--- src/rtl/hamming_acc_seq.sv ---
// hamming_acc_seq: framed W-bit-per-beat Hamming distance accumulator (optional HAMMING_THRESH_EN adds thresh/match)
module hamming_acc_seq #(
  parameter int W = 8,
  parameter int N = 1600,
  localparam int CNT_W = $clog2(N + 1)
) (
  input  logic             clk,
  input  logic             rst,
  input  logic             start,
  input  logic             in_valid,
  input  logic [W-1:0]     x,
  input  logic [W-1:0]     y,
`ifdef HAMMING_THRESH_EN
  input  logic [CNT_W-1:0] thresh,
  output logic             match,
`endif
  output logic             in_ready,
  output logic [CNT_W-1:0] o,
  output logic             busy,
  output logic             done
);
  localparam int BEATS = (N + W - 1) / W;
  localparam int R = N % W;
  localparam int PC_W = $clog2(W + 1);
  localparam int BC_W = (BEATS > 1) ? $clog2(BEATS) : 1;
  localparam logic [W-1:0] LAST_MASK = (R == 0) ? {W{1'b1}} : W'((64'd1 << R) - 64'd1);
  localparam logic [1:0] IDLE = 2'd0;
  localparam logic [1:0] RUN = 2'd1;
  localparam logic [1:0] DONE = 2'd2;
  logic [1:0] state_q, state_d;
  logic [CNT_W-1:0] o_q, o_d;
  logic [BC_W-1:0] bc_q, bc_d;
  logic [W-1:0] diff;
  logic [PC_W-1:0] pc;
  logic last, accept;
  assign last = bc_q == BC_W'(BEATS - 1);
  assign accept = (state_q == RUN) && in_valid;
  assign diff = (x ^ y) & (last ? LAST_MASK : {W{1'b1}});
  // population count of the masked difference bits of the current beat
  always_comb begin
    pc = '0;
    for (int i = 0; i < W; i++) pc = pc + PC_W'(diff[i]);
  end
  // next state: start always wins, otherwise accumulate accepted beats
  always_comb begin
    state_d = state_q;
    o_d = o_q;
    bc_d = bc_q;
    if (start) begin
      state_d = RUN;
      o_d = '0;
      bc_d = '0;
    end else if (accept) begin
      o_d = o_q + CNT_W'(pc);
      bc_d = last ? '0 : bc_q + BC_W'(1);
      state_d = last ? DONE : RUN;
    end
  end
  // state registers
  always_ff @(posedge clk) begin
    if (rst) begin
      state_q <= IDLE;
      o_q <= '0;
      bc_q <= '0;
    end else begin
      state_q <= state_d;
      o_q <= o_d;
      bc_q <= bc_d;
    end
  end
`ifdef HAMMING_THRESH_EN
  logic [CNT_W-1:0] thresh_q;
  logic match_q;
  // threshold captured at start; match evaluated on the final count entering DONE
  always_ff @(posedge clk) begin
    if (rst) begin
      thresh_q <= '0;
      match_q <= 1'b0;
    end else if (start) begin
      thresh_q <= thresh;
      match_q <= 1'b0;
    end else if (accept && last) begin
      match_q <= o_d <= thresh_q;
    end
  end
  assign match = match_q;
`endif
  assign o = o_q;
  assign busy = state_q == RUN;
  assign in_ready = state_q == RUN;
  assign done = state_q == DONE;
endmodule
--- config.mk ---
export PLATFORM = sky130hd
export DESIGN_NAME = hamming_acc_seq
export DESIGN_NICKNAME = d
export VERILOG_FILES = /design/src/rtl/hamming_acc_seq.sv
export SDC_FILE = /design/constraint.sdc
export NUM_CORES = 1
export LEC_CHECK = 0
export CORE_ASPECT_RATIO = 0.8
export CORE_MARGIN = 2
export CORE_UTILIZATION = 45
export CTS_CLUSTER_DIAMETER = 80
export DETAILED_ROUTE_END_ITERATION = 8
export PLACE_DENSITY = 0.87
export SYNTH_ARGS = -nofsm -noshare
export SYNTH_HDL_FRONTEND = slang
export SYNTH_SLANG_ARGS = --single-unit
export TNS_END_PERCENT = 5
--- constraint.sdc ---
create_clock -name clk -period 5.1 [get_ports clk]
set_clock_uncertainty 0.1 [all_clocks]
set_input_delay 0.51 -clock clk [delete_from_list [all_inputs] [get_ports clk]]
set_output_delay 0.51 -clock clk [all_outputs]
set_load 0.02 [all_outputs]
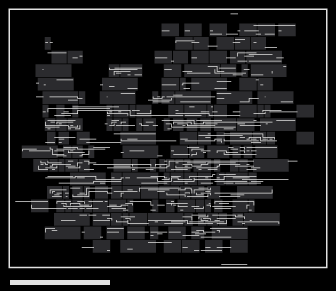
**Above:** met1 routing.
The bar under the picture is 20 um long. Cells faint in the background.
nets with wire on the layer	191
share of all routed wire	39%
longest straight run	17.0 um
main direction	horizontal
wire length on this layer	1,150 um
Routed WL: 2970 um
DR vias: 1,174

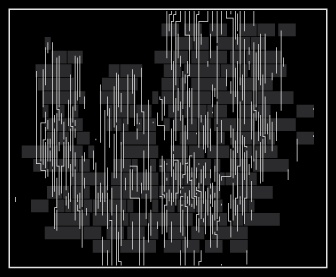
**Above:** M2 wires.
Cells faint in the background.
wire length on this layer	1,640 um
main direction	vertical
nets with wire on the layer	185
longest straight run	25.3 um
share of all routed wire	55%
met2 Resource Use GR: 36.8%

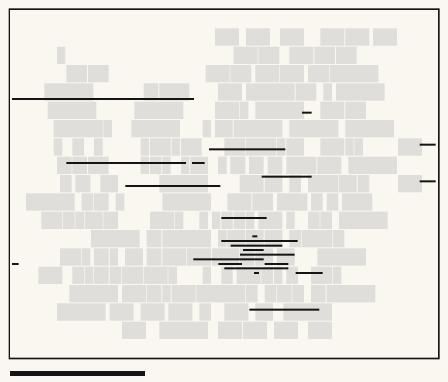
**Above:** M3 wires.
The bar under the picture is 20 um long. Cells faint in the background.
share of all routed wire	5.4%
nets with wire on the layer	18
met3 Track Usage GR: 5.41%

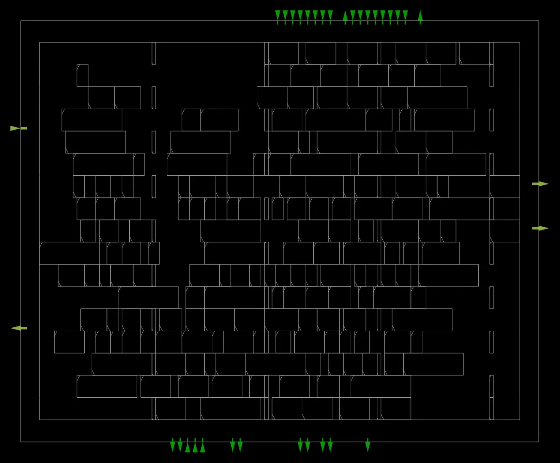
**Above:** cell placement.
Seq cells: 21
post-layout util: 60.8%
Filler cells: 254

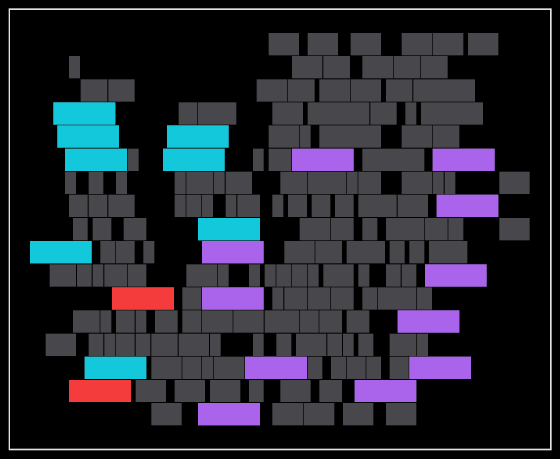
**Above:** sequential cells grouped by signal name.
color	name in the netlist	flops
red	`state_q`	2
cyan	`bc_q`	8
purple	`o`	11
Register Area: 420 um2
total sequential power: 168 uW
Seq area share: 25.4%

==> reports/qor.txt <==
via/cell ratio: 5.46
Worst setup EP type: flop
post-route ant nets: 0
Clock Path Buffers: 2
Worst setup endpoint: o[10]$_SDFFE_PP0P_
CTS tree: built
Ys Warns: 0
Ant. Diodes: 0
Slew Limit Fails: 0
status: finished clean
Synth top area share: 33.0%
power per cell area: 219 nW/um2
layout cell share with drive strength beyond 1: 3.39%
cells after synthesis: 144
Largest cells by area: dfxtp_1, fa_1, ha_1, xor2_1, xnor2_1
global-route wire length before repair: 4910 um
syn nets: 176
final setup TNS: 0 ns
dominant cell type by area after synthesis: dfxtp_1
RSZ-0062 raised after global routing: no
final setup fails: 0
height of the die: 51.6 um
Slew headroom: 52.6%
CTS sink cnt: 21
register area share after synthesis: 33.0%
yosys cell count: 144
dpl hpwl: 2400 um
number of CTS-inserted buffers: 3
CTS resizes: 0
Max FO, Critical Path: 4
ys flops: 21
vias in the first global route: 1,189
All-Layer GR Usage: 18.9%
Synth-to-Final Area Change: 29.9%
largest net degree at the start of global routing: 20
Hold Crit Class: flop to flop
Die Wd: 63.5 um
Avg WL per Cell: 13.8 um
CP arrival: 4.73 ns
Late-Pin Clk Latency: 0.31 ns
tool warning count: 26
maximum vdd ir drop: 0.127 mV
I/O pins: 34
synthesized area per cell: 8.85 um2
area reported by Yosys stat: 1270 um2
Synth Cell Area: 1270 um2
global route overflow: 0
Commonest flop: dfxtp_1
Port Buffers: 33
clk slew on worst S/H paths: 0.12 ns
DIE AREA: 3280 um2
Critical Path RT: 5.25 ns
Worst Tran Pin Value: 0.711 ns
max-cap violations: 0
nets: 210
H-tree depth: 1
Reg2Reg Launch Point: o[0]$_SDFFE_PP0P_
Final Hold Vio Count: 0
# hold bufs at CTS: 0
number of enable flip-flop cells: 0
fmax: 218 MHz
min Tclk post-route: 4.59 ns
First-pass DRT Iterations: 4
Async S/R FF share, synth: 0%
worst r2r dst: o[10]$_SDFFE_PP0P_
postcts setup bufs: 0
r2r setup slk: 0.98 ns
critical path startpoint: x[0]
Leakage: 0.598 nW
First DRT Iteration DRCs: 29
Core Box Area: 2720 um2
root cell of the clock tree: clkbuf_4
critical path type: input pin to flop
DRC: 0
Initial Utilization: 46.8%
Startpoint Class: input pin
Cell Type Count: 38
gpl congestion: 0.791
initial antenna violation count: 0
Rows: 17
Top Layout Cells: clkdlybuf4s50_1, dfxtp_1, nand2_1
worst reg2reg path depth: 10
most numerous logic cell after layout: clkdlybuf4s50_1
Final period util: 89.9%
==> worst max-delay path, cell delays in order <==
cell	delay, ns
clkdlybuf4s50_1	0.48
xor2_1	0.19
fa_1	0.47
fa_1	0.55
inv_1	0.06
fa_1	0.51
fa_1	0.48
fa_1	0.40
nand2b_1	0.21
a21o_1	0.21
or4_1	0.51
a21oi_1	0.16
==> registers in the layout, indices dropped and copies added (netlist names) <==
| register | cells |
|---|---|
| bc_q | 8 |
| state_q | 2 |
| o | 11 |
==> how the worst min path moves through the flow <==
stage                    startpoint              endpoint  slack [ns]  depth (start not counted)
6_report       bc_q[1]$_SDFFE_PP0P_  bc_q[1]$_SDFFE_PP0P_        0.39                          2
5_1_grt           o[2]$_SDFFE_PP0P_     o[2]$_SDFFE_PP0P_        0.42                          2
4_1_cts        bc_q[1]$_SDFFE_PP0P_  bc_q[1]$_SDFFE_PP0P_        0.40                          2
3_5_place_dp   bc_q[1]$_SDFFE_PP0P_  bc_q[1]$_SDFFE_PP0P_        0.38                          2
3_3_place_gp   bc_q[1]$_SDFFE_PP0P_  bc_q[1]$_SDFFE_PP0P_        0.36                          2
2_1_floorplan  bc_q[1]$_SDFFE_PP0P_  bc_q[1]$_SDFFE_PP0P_        0.35                          2
==> layer usage <==
metal,vias to the layer above,track usage (%),routed length [um]
li1,575,-,-
met1,556,20.8,1150
met2,37,36.8,1640
met3,6,5.41,159
met4,0,3.62,24
met5,-,0,0
==> synth_stat cells (2+ instances only) <==
cell      count
mux2i_1       3
xor2_1        8
and3_1        2
inv_1         7
nand3_1       6
a211oi_1      3
nor2b_1       2
ha_1          7
a21oi_1      10
dfxtp_1      21
o21ai_1       4
nand4_1       5
or3_1         4
nand2_1      13
o21ai_0       2
fa_1          5
buf_4         2
nor2_1       12
a21o_1        2
nand2b_1      2
xnor2_1       6
o31ai_1       2
==> stage by stage <==
stage | hold slack [ns] | worst slack, ns | power, mW | std cells | cell area (um2)
after CTS | 0.395 | 0.536 | 0.366 | 215 | 1660
final | 0.392 | 0.514 | 0.363 | 215 | 1660
after floorplan | 0.349 | 0.882 | 0.245 | 144 | 1270
after global placement | 0.358 | 0.312 | 0.277 | 211 | 1630
after detailed placement | 0.378 | 0.195 | 0.283 | 211 | 1630
after global routing | 0.418 | 0.360 | 0.388 | 215 | 1660
==> cells by family after synthesis <==
group           share of synthesized area [%]
flops                                    33.0
simple gates                             22.5
fa+ha+maj                                14.7
xor+xnor                                 9.62
buf+inv                                  3.92
compound gates                           13.9
mux                                      2.36
==> final cells by class <==
class                   count  area [um2]  share of cell area, %
multi-input cells         112         805                   48.6
clock inverters             1        5.00                  0.302
clock buffers               3        22.5                   1.36
inverters                   7        26.3                   1.59
flip-flops and latches     21         420                   25.4
repair buffers             33         330                   19.9
well taps                  38        47.5                   2.87
==> power breakdown <==
part           total, mW  internal [mW]  switching (mW)
Clock             0.0829         0.0293          0.0536
Sequential         0.168          0.166         0.00195
Combinational      0.112         0.0555          0.0564
Total              0.363          0.251           0.112
Power and IR drop assume default switching activity.
